==> src/rtl/pc_source_ctrl.sv <==
// pc_source_ctrl: multicycle MIPS PC-update controller (PCSource/PCWrite/EPCWrite); PCSRC_STATS_EN adds taken_count
module pc_source_ctrl #(
  parameter int EXC_HOLD = 1
) (
  input  logic       clk,
  input  logic       reset,
  input  logic       pc_req,
  input  logic [2:0] pc_kind,
  input  logic       alu_zero,
  input  logic       alu_ovf,
  output logic [1:0] PCSource,
  output logic       PCWrite,
  output logic       EPCWrite,
  output logic       busy,
  output logic       done,
`ifdef PCSRC_STATS_EN
  output logic [15:0] taken_count,
`endif
  output logic       illegal
);
  localparam logic [2:0] IDLE = 3'd0, EVAL = 3'd1, WRITE = 3'd2, HOLD = 3'd3, DONE = 3'd4;
  logic [2:0] state, kind;
  logic [1:0] code, cnt, d_code;
  logic       wr, exc, ill, d_wr, d_exc;
  // decision made from the latched kind and the flags seen in EVAL; overflow overrides the kind
  always_comb begin
    d_exc  = alu_ovf || kind == 3'd5;
    d_code = d_exc ? 2'b01 : kind == 3'd3 ? 2'b10 : (kind == 3'd1 || kind == 3'd2 || kind == 3'd4) ? 2'b11 : 2'b00;
    d_wr   = d_exc || kind == 3'd0 || kind == 3'd3 || kind == 3'd4 || (kind == 3'd1 && alu_zero) || (kind == 3'd2 && !alu_zero);
  end
  // request/decision sequencing; illegal kinds are latched as SEQ
  always_ff @(posedge clk) begin
    if (reset) begin
      state <= IDLE;
      kind  <= 3'd0;
      code  <= 2'b00;
      wr    <= 1'b0;
      exc   <= 1'b0;
      ill   <= 1'b0;
      cnt   <= 2'd0;
    end else begin
      case (state)
        IDLE: if (pc_req) begin
          kind  <= &pc_kind[2:1] ? 3'd0 : pc_kind;
          ill   <= &pc_kind[2:1];
          state <= EVAL;
        end
        EVAL: begin
          code  <= d_code;
          wr    <= d_wr;
          exc   <= d_exc;
          state <= WRITE;
        end
        WRITE: begin
          cnt   <= 2'd0;
          state <= (exc && EXC_HOLD > 0) ? HOLD : DONE;
        end
        HOLD: begin
          cnt <= cnt + 2'd1;
          if (cnt == 2'(EXC_HOLD - 1)) state <= DONE;
        end
        default: state <= IDLE;
      endcase
    end
  end
  assign PCSource = state == WRITE ? code : state == HOLD ? 2'b01 : 2'b00;
  assign PCWrite  = state == WRITE && wr;
  assign EPCWrite = state == WRITE && exc;
  assign busy     = state != IDLE;
  assign done     = state == DONE;
  assign illegal  = state == EVAL && ill;
`ifdef PCSRC_STATS_EN
  // counts taken jumps/branches (codes 10 and 11) that actually write the PC
  always_ff @(posedge clk) begin
    if (reset) taken_count <= 16'd0;
    else if (PCWrite && code[1]) taken_count <= taken_count + 16'd1;
  end
`endif
endmodule

==> config.mk <==
export PLATFORM = sky130hd
export DESIGN_NAME = pc_source_ctrl
export DESIGN_NICKNAME = d
export VERILOG_FILES = /design/src/rtl/pc_source_ctrl.sv
export SDC_FILE = /design/constraint.sdc
export NUM_CORES = 1
export LEC_CHECK = 0
export CAP_MARGIN = 10
export CORE_AREA = 8 8 45 47
export CTS_CLUSTER_DIAMETER = 120
export DETAILED_ROUTE_END_ITERATION = 8
export DIE_AREA = 0 0 53 55
export DONT_BUFFER_PORTS = 1
export GPL_TIMING_DRIVEN = 0
export PLACE_DENSITY = 0.68
export SYNTH_ARGS = -nofsm -noshare
export SYNTH_HDL_FRONTEND = slang
export SYNTH_SLANG_ARGS = --single-unit
==> constraint.sdc <==
create_clock -name clk -period 2.45 [get_ports clk]
set_input_delay 0.245 -clock clk [delete_from_list [all_inputs] [get_ports clk]]
set_output_delay 0.245 -clock clk [all_outputs]
set_load 0.02 [all_outputs]
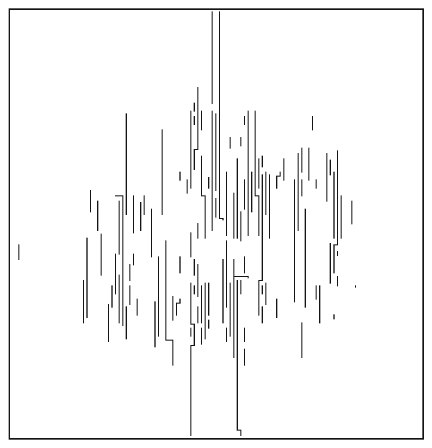
Run 1: metal 2
- longest straight run: 26.5 µm
- nets with wire on the layer: 74
- share of all routed wire: 45%
- wire length on this layer: 627 µm
- main direction: vertical
Vias: 559
drt total wl: 1.395 mm
met2 usage: 15.63%

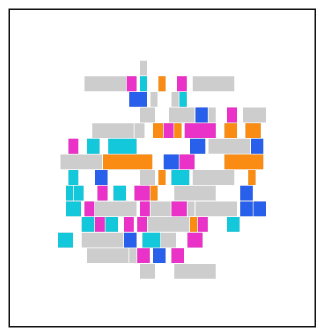
Run 1: gate-type map
- orange: nor cells (cells 11; most used nor2_1; where middle)
- magenta: aoi and oai cells (cells 19; most used a21oi_1)
- blue: and/or cells (cells 11; most used and3_1)
- cyan: nand cells (cells 15; most used nand2b_1)
fin cells: 99
most numerous logic cell after layout: dfxtp_1
logic share of the area: 54.19%

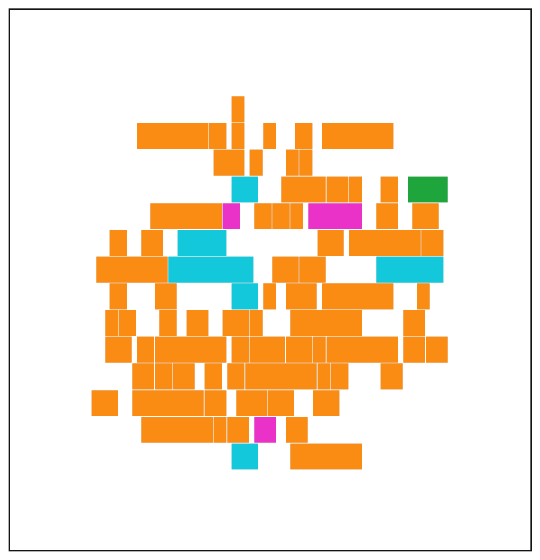
Run 1: drive-strength map
- orange: x1 and smaller (cells 73; share 88%)
- cyan: x3 and x4 (cells 6; share 7.2%)
- magenta: x2 (cells 3; share 3.6%)
- green: x6 and larger (cells 1; share 1.2%)
fin worst setup slack: 0.6902 ns
area grow syn2layout: 6.619%
Signal buffers: 4

==> reports/qor.yml, run 1 <==
setup_viol: 0
holdWs_ns: 0.03171
xor_area_share_pct: 0
crit_fanout: 10
globalplace.congestion: 0.7388
max_slew_margin_pct: 54.60
fa_ha_area_share_pct: 1.789
ys_cells: 79
n_fill_cell: 134
warnings: 26
critPathLaunchType: "flop"
final_hold_viol_count: 0
worstHoldEndpoint: "state[0]$_SDFFE_PP0P_"
timing.rr.end: "kind[2]$_SDFFE_PP0P_"
coreArea_mm2: 0.001384
rrSetupSlack_ns: 1.16
grt_max_degree: 11
first_global_vias: 514
clock-sinks: 13
fin_area_um2: 745.7
worstSetupStartpoint: "state[0]$_SDFFE_PP0P_"
syn_area_um2: 699.4
powerDensity_mw_per_mm2: 623.5
cap_violations: 0
synthesis.nets: 88
drive_gt1_share_pct: 12.05
die_area_mm2: 0.002915
cts_hold_buffers: 0
clockRootBuffer: "clkbuf_4"
r2r_cells: 4
top_logic_kind: "simple AND/OR/NAND/NOR gates"
wire_per_inst_um: 14.09
htreeDepth: 1
ys_seq_share_pct: 37.21
port_buffers: 0
first_pass_iters: 3
max_slew.worst_pin.slew_ns: 0.6796
hpwlAfterDp_mm: 1.040
die_w_um: 53
total_power_mw: 0.4650
die_h_um: 55
boundaryPins: 15
place_ws_ns: 0.9708
grt_pass1_wl_mm: 2.352
clk_path_buf_depth: 2
ys_types: 33
finalSetupTns_ns: 0
regArea_um2: 260.3
numCtsBuffers: 3
nets: 93
ys_chip_area_um2: 699.4
clk_transition_reported_paths_ns: 0.08
hold_path_depth: 1
simple_gate_share_pct: 36.67
max_freq_mhz: 568.3
ys.flops: 13
fp-utilization_pct: 50.54
place_area_um2: 719.4
crit_path_end_kind: "primary output"
post-route-drc-count: 0
grt_setup_unrepaired: "false"
status: "complete, no violations"
endpoint: "done"
fin_skew_ns: 0.004597
holdCritStartpoint: "reset"
yosysWarnings: 0
worstHoldPathType: "input pin to flop"
via_per_inst: 5.646
aoi_share_pct: 17.89
gr-total-overflow: 0
place_inst: 95
combGateArea_um2: 404.1
clk_latency_ns: 0.28
cts_tree: "built"
post_cts_buffers: 0
final_util_pct: 53.89
postCtsResizedCells: 0
run 1: flip-flops by register name (all words and copies together), names as in the netlist:
signal / flops
state: 3
code: 2
cnt: 2
ill: 1
exc: 1
wr: 1
kind: 3
run 1: cells in the final DEF, fill, tap and decap left out, drive strengths merged, types with 2 or more instances in the layout:
cell type	count
nor2	6
nand3	2
or3	2
and3	4
nor3b	2
inv	3
nand4b	2
o21ai	2
a31oi	2
dfxtp	13
nand3b	2
a211oi	3
nand2b	6
buf	2
a21oi	10
clkbuf	6
nand2	3
run 1: power by group:
group	internal [mW]	switching (mW)
combinational	0.0406	0.0487
sequential	0.226	0.0166
clock	0.0631	0.0701
run 1: critical path, stage by stage (launching register included):
cell,delay (ns)
dfxtp_1,0.38
clkbuf_1,0.23
nor3b_1,0.63
run 1: area by class of cell:
class                      count  share of cell area [%]
buffer                         4                   3.188
clock buffer                   4                   3.523
tap                           16                   2.685
sequential                    13                   34.90
multi-input combinational     59                   54.19
inverter                       3                   1.510
run 1: Yosys cell counts:
master and count:
o21ai_0 2, or3b_1 1, a31oi_1 2, ha_1 1, buf_6 1, nand2_1 3
nand4b_1 2, and3_1 4, inv_1 3, or3_1 2, a2111oi_2 1, nor4b_4 1
nor3b_1 1, nand2b_1 5, nand2b_4 1, or2b_1 1, nor3_1 1, nor3b_4 1
mux2i_1 1, nand3_1 2, buf_2 1, a21oi_1 10, dfxtp_1 13, or2_2 1
nor4_1 1, o21bai_1 1, o21a_1 1, nor2_1 6, nand3b_1 2, and2b_1 1
a211oi_1 3, clkbuf_1 2, and2_1 1
run 1: routing by layer:
metal / part of all wire, % / GRT usage (%) / wire length [µm]
met5: 0 / 0 / 0
met4: 1.0 / 9.052 / 14
met3: 8.7 / 3.743 / 121
met2: 45 / 15.63 / 626
met1: 45 / 13.45 / 631
## Run 2: what changed since run 1
--- a/config.mk
+++ b/config.mk
@@ -6,13 +6,13 @@
 export NUM_CORES = 1
 export LEC_CHECK = 0
 export CAP_MARGIN = 10
-export CORE_AREA = 8 8 45 47
+export CORE_MARGIN = 8
+export CORE_UTILIZATION = 52
 export CTS_CLUSTER_DIAMETER = 120
 export DETAILED_ROUTE_END_ITERATION = 8
-export DIE_AREA = 0 0 53 55
 export DONT_BUFFER_PORTS = 1
 export GPL_TIMING_DRIVEN = 0
-export PLACE_DENSITY = 0.68
+export PLACE_DENSITY = 0.7
 export SYNTH_ARGS = -nofsm -noshare
 export SYNTH_HDL_FRONTEND = slang
 export SYNTH_SLANG_ARGS = --single-unit
==> constraint.sdc (replaced) <==
create_clock -name clk -period 1.4 [get_ports clk]
set_input_delay 0.14 -clock clk [delete_from_list [all_inputs] [get_ports clk]]
set_output_delay 0.14 -clock clk [all_outputs]
set_load 0.02 [all_outputs]
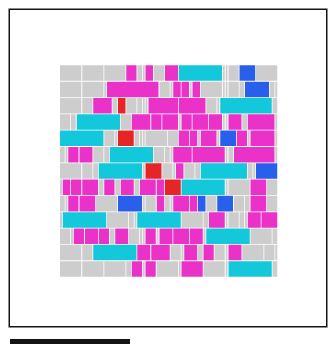
Run 2: cells colored by class
Bar = 20 µm. Fill, decap, tap and diode cells in gray.
- magenta: remaining logic cells (cells 62)
- blue: remaining buffers and delay cells (cells 7)
- cyan: registers (cells 13)
- red: clock drivers and dummy loads (cells 4)
Core Area: 0.001285 mm²
sequential cell area share: 32.92%
# rows: 13
Final Util: 62.71%

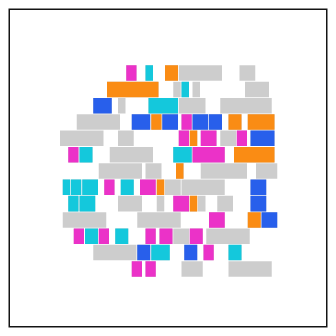
Run 2: gate-type map
- magenta: aoi and oai cells (cells 19; most used a21oi_1)
- cyan: nand cells (cells 15; most used nand2b_1)
- blue: and/or cells (cells 11; most used and3_2)
- orange: nor cells (cells 11; most used nor2_1)
fin cells: 101
logic share of the area: 52.80%

==> reports/qor.yml, run 2 <==
port_buffers: 0
drive_gt1_share_pct: 26.74
globalplace.congestion: 0.7200
clock-sinks: 13
layout_top_cell: "dfxtp_1"
clk_latency_ns: 0.26
fin_area_um2: 805.8
status: "complete, no violations"
grt_pass1_wl_mm: 2.235
cts_tree: "built"
nets: 96
crit_path_end_kind: "primary output"
die_area_mm2: 0.002775
place_inst: 94
worstHoldPathType: "input pin to flop"
place_area_um2: 718.2
ys_cells: 79
htreeDepth: 1
syn2layout_area_growth_pct: 15.21
die_w_um: 52.68
hpwlAfterDp_mm: 1.022
top_regs: "kind (3), state (3)"
grt_util_met3_pct: 4.830
dr_wl_met3_um: 120
rrSetupSlack_ns: 0.10
worstHoldEndpoint: "ill$_SDFFE_PP0P_"
clk_path_buf_depth: 2
postLayoutSetupSlackWorst_ns: 0.05263
first_pass_iters: 2
post_cts_buffers: 1
wire_per_inst_um: 13.75
via_per_inst: 5.792
fp-utilization_pct: 54.43
holdWs_ns: 0.01980
powerDensity_mw_per_mm2: 1031
ys_chip_area_um2: 699.4
max_freq_mhz: 742.2
yosysWarnings: 0
timing.rr.end: "state[0]$_SDFFE_PP0P_"
first_global_vias: 512
final_cell_mix: "11 x dfxtp_1, 10 x a21oi_1, 5 x nand2b_1"
gr-total-overflow: 0
grt_setup_unrepaired: "false"
ys_types: 33
route.met2.wl_um: 642
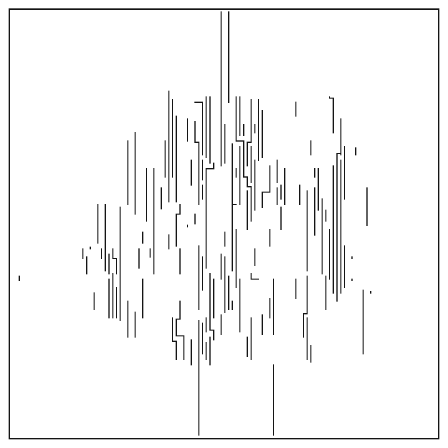
Run 2: metal 2
met2 usage: 16.01%
drt total wl: 1.389 mm

==> run 2: cell types whose count changed in the layout (fill, tap and decap cells not counted), sizes merged <==
| cell | change |
|---|---|
| buf | +3 |
| dlygate4sd3 | +1 |
| clkbuf | -1 |
==> run 2: power breakdown <==
| part | leakage [nW] | switching (mW) | total, mW | internal (mW) |
|---|---|---|---|---|
| Sequential | 0.107 | 0.0245 | 0.420 | 0.396 |
| Combinational | 0.166 | 0.0975 | 0.189 | 0.0914 |
| Clock | 0.0150 | 0.111 | 0.221 | 0.110 |
| Total | 0.288 | 0.233 | 0.830 | 0.597 |
==> run 2: logic make-up (layout without fill, tap and decap cells) <==
family | after synthesis | after routing | synth area share, %
simple gates | 37 | 37 | 36.67
compound gates | 20 | 20 | 17.89
flops | 13 | 13 | 37.21
buf+inv | 7 | 14 | 5.008
fa+ha+maj | 1 | 1 | 1.789
mux | 1 | 1 | 1.431
==> run 2: how the worst max path moves through the flow <==
| stage | start | endpoint |
|---|---|---|
| 3_3_place_gp | state[0]$_SDFFE_PP0P_ | done |
| 3_5_place_dp | state[1]$_SDFFE_PP0P_ | illegal |
| 4_1_cts | state[0]$_SDFFE_PP0P_ | EPCWrite |
| 5_1_grt | state[2]$_SDFFE_PP0P_ | illegal |
| 2_1_floorplan | state[0]$_SDFFE_PP0P_ | done |
| 6_report | state[0]$_SDFFE_PP0P_ | busy |
==> run 2: final cells by class <==
type	count	area, µm²
Fill cell	115	479.2
Multi-Input combinational cell	59	425.4
Sequential cell	13	265.3
Buffer	4	33.78
Clock buffer	4	26.28
Timing Repair Buffer	3	25.02
Tap cell	15	18.77
Inverter	3	11.26
==> run 2: worst max-delay path, stage by stage, from the launching register on <==
cell	delay (ns)
dfxtp_2	0.36
buf_4	0.18
or3_4	0.41
Run 2, clock nets:
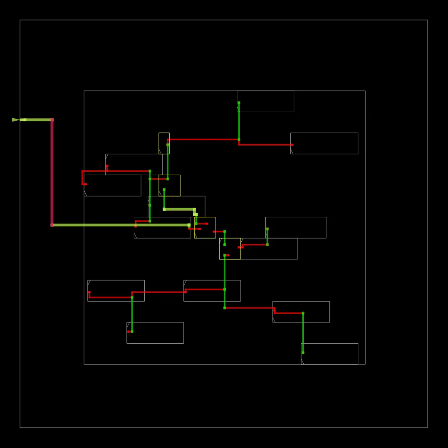

## Run 3: what changed since run 2
--- a/config.mk
+++ b/config.mk
@@ -7,12 +7,13 @@
 export LEC_CHECK = 0
 export CAP_MARGIN = 10
 export CORE_MARGIN = 8
-export CORE_UTILIZATION = 52
+export CORE_UTILIZATION = 50
 export CTS_CLUSTER_DIAMETER = 120
+export CTS_CLUSTER_SIZE = 14
 export DETAILED_ROUTE_END_ITERATION = 8
 export DONT_BUFFER_PORTS = 1
 export GPL_TIMING_DRIVEN = 0
-export PLACE_DENSITY = 0.7
+export PLACE_DENSITY = 0.68
 export SYNTH_ARGS = -nofsm -noshare
 export SYNTH_HDL_FRONTEND = slang
 export SYNTH_SLANG_ARGS = --single-unit
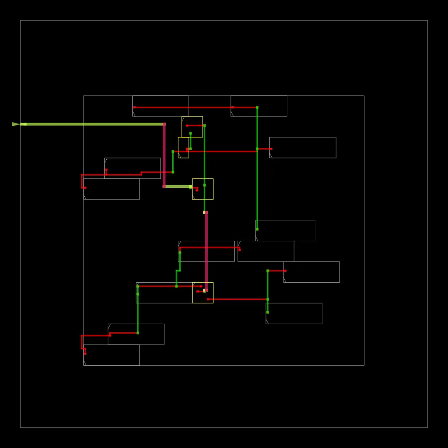
Run 3: clock nets
Late-Pin Clk Latency: 0.27 ns
Worst Skew: 0.003715 ns

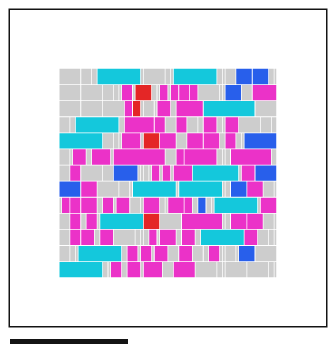
Run 3: cells colored by class
Bar = 20 µm. Fill, decap, tap and diode cells in gray.
- red: clock drivers and dummy loads (cells 4)
- cyan: registers (cells 13)
- blue: remaining buffers and delay cells (cells 10)
- magenta: remaining logic cells (cells 62)
sequential cell area share: 31.55%
Core Area: 0.001301 mm²
Final Cell Area: 840.8 µm²
Final Util: 64.62%

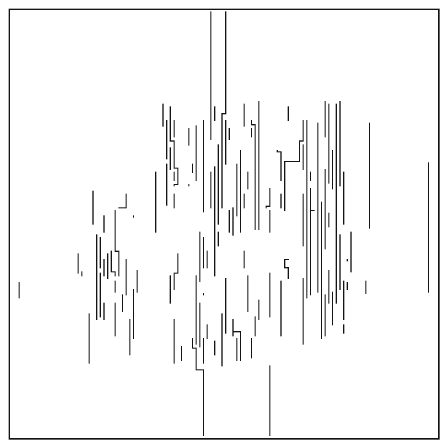
Run 3: metal 2
- nets with wire on the layer: 83
- share of all routed wire: 44%
- main direction: vertical
- wire length on this layer: 659 µm
- longest straight run: 24.8 µm
met2 usage: 15.63%
Vias: 587

==> reports/qor.yml, run 3 <==
status: "complete, no violations"
hpwlAfterDp_um: 985.9
max_slew_margin_pct: 70.47
combGateArea_um2: 431.7
crit_buf_inv: 1
syn2layout_area_growth_pct: 20.21
finalSetupTns_ns: 0
first_global_vias: 534
common_cells: "13 x dfxtp_1, 10 x a21oi_1, 6 x nor2_1"
max_freq_mhz: 745.0
htreeDepth: 1
edf_count: 0
final_hold_viol_count: 0
ys_cells: 79
globalplace.congestion: 0.7311
place_ws_ns: 0.04051
port_buffers: 0
grt_setup_unrepaired: "false"
powerDensity_mw_per_mm2: 1020
cp_cell_sequence: "buf_8 -> nor3b_4 -> and2_4"
synthesis.nets: 88
max_stage_delay_ns: 0.35
synth.most_common_cell: "dfxtp_1"
holdWs_ns: 0.01525
boundaryPins: 15
cap_violations: 0
path_delay_family: "simple AND/OR/NAND/NOR gates"
wirelength_mm: 1.489
warnings: 26
n_fill_cell: 121
syn_area_um2: 699.4
ys_types: 33
clock-sinks: 13
drive_gt1_share_pct: 28.09
ys_seq_share_pct: 37.21
holdCritStartpoint: "pc_kind[0]"
grt_max_degree: 11
yosysWarnings: 0
clockRootBuffer: "clkbuf_4"
die_w_um: 53.40
layout_top_cell: "dfxtp_1"
max_slew.worst_pin.slew_ns: 0.4429
regArea_um2: 265.3
wire_per_inst_um: 14.32
-- run 3: cell types whose count changed in the layout (fill, tap and decap cells not counted), sizes merged --
cell and delta:
buf +2, dlygate4sd3 +1
-- run 3: path summary, 6_finish.rpt --
check,depth (start not counted),end
hold reg to reg,2,cnt[1]$_SDFFE_PP0P_
hold / removal,2,kind[0]$_SDFFE_PP0P_
setup / recovery,3,illegal
setup reg to reg,4,state[0]$_SDFFE_PP0P_
-- run 3: final cells by class --
cell class	count	share of cell area, %
multi-input combinational	59	51.34
sequential	13	31.55
timing repair buffer	6	5.952
buffer	4	4.464
clock buffer	4	3.125
tap	15	2.232
inverter	3	1.339
-- run 3: per-layer routing --
metal / GRT usage (%) / up-vias / wire, µm
li1: - / 306 / -
met1: 13.63 / 264 / 707
met2: 15.63 / 13 / 659
met3: 3.641 / 4 / 103
met4: 5.042 / 0 / 18
met5: 0 / - / 0
-- run 3: worst reg2reg max path, delay by kind of cell, from the launching register on --
family	cells	cell delay, ns
buffers and inverters	1	0.05
AOI/OAI and AO/OA	1	0.33
adders and majority gates	1	0.21
and+or+nand+nor	1	0.23
DFF	1	0.36
-- run 3: repair_timing --
action | 4_1_cts | 5_1_grt
hold endpoints to repair | 2 | 1
hold buffers | 1 | 1
resized | 12 | 8
setup endpoints to repair | 7 | 7
pin swaps | 1 | 3
buffers inserted | 1 | 3
-- run 3: cells by family (layout without fill, tap and decap cells) --
logic type	count (synthesis)	after routing	share of synthesized area, %
simple gates	37	37	36.67
compound gates	20	20	17.89
flops	13	13	37.21
buf+inv	7	17	5.008
fa+ha+maj	1	1	1.789
mux	1	1	1.431
-- run 3: report_power, final --
group	leakage, nW	internal [mW]	switching, mW
Sequential	0.107	0.396	0.0247
Clock	0.0150	0.110	0.121
Combinational	0.181	0.101	0.104
Total	0.303	0.607	0.250
Power and IR drop assume default switching activity.
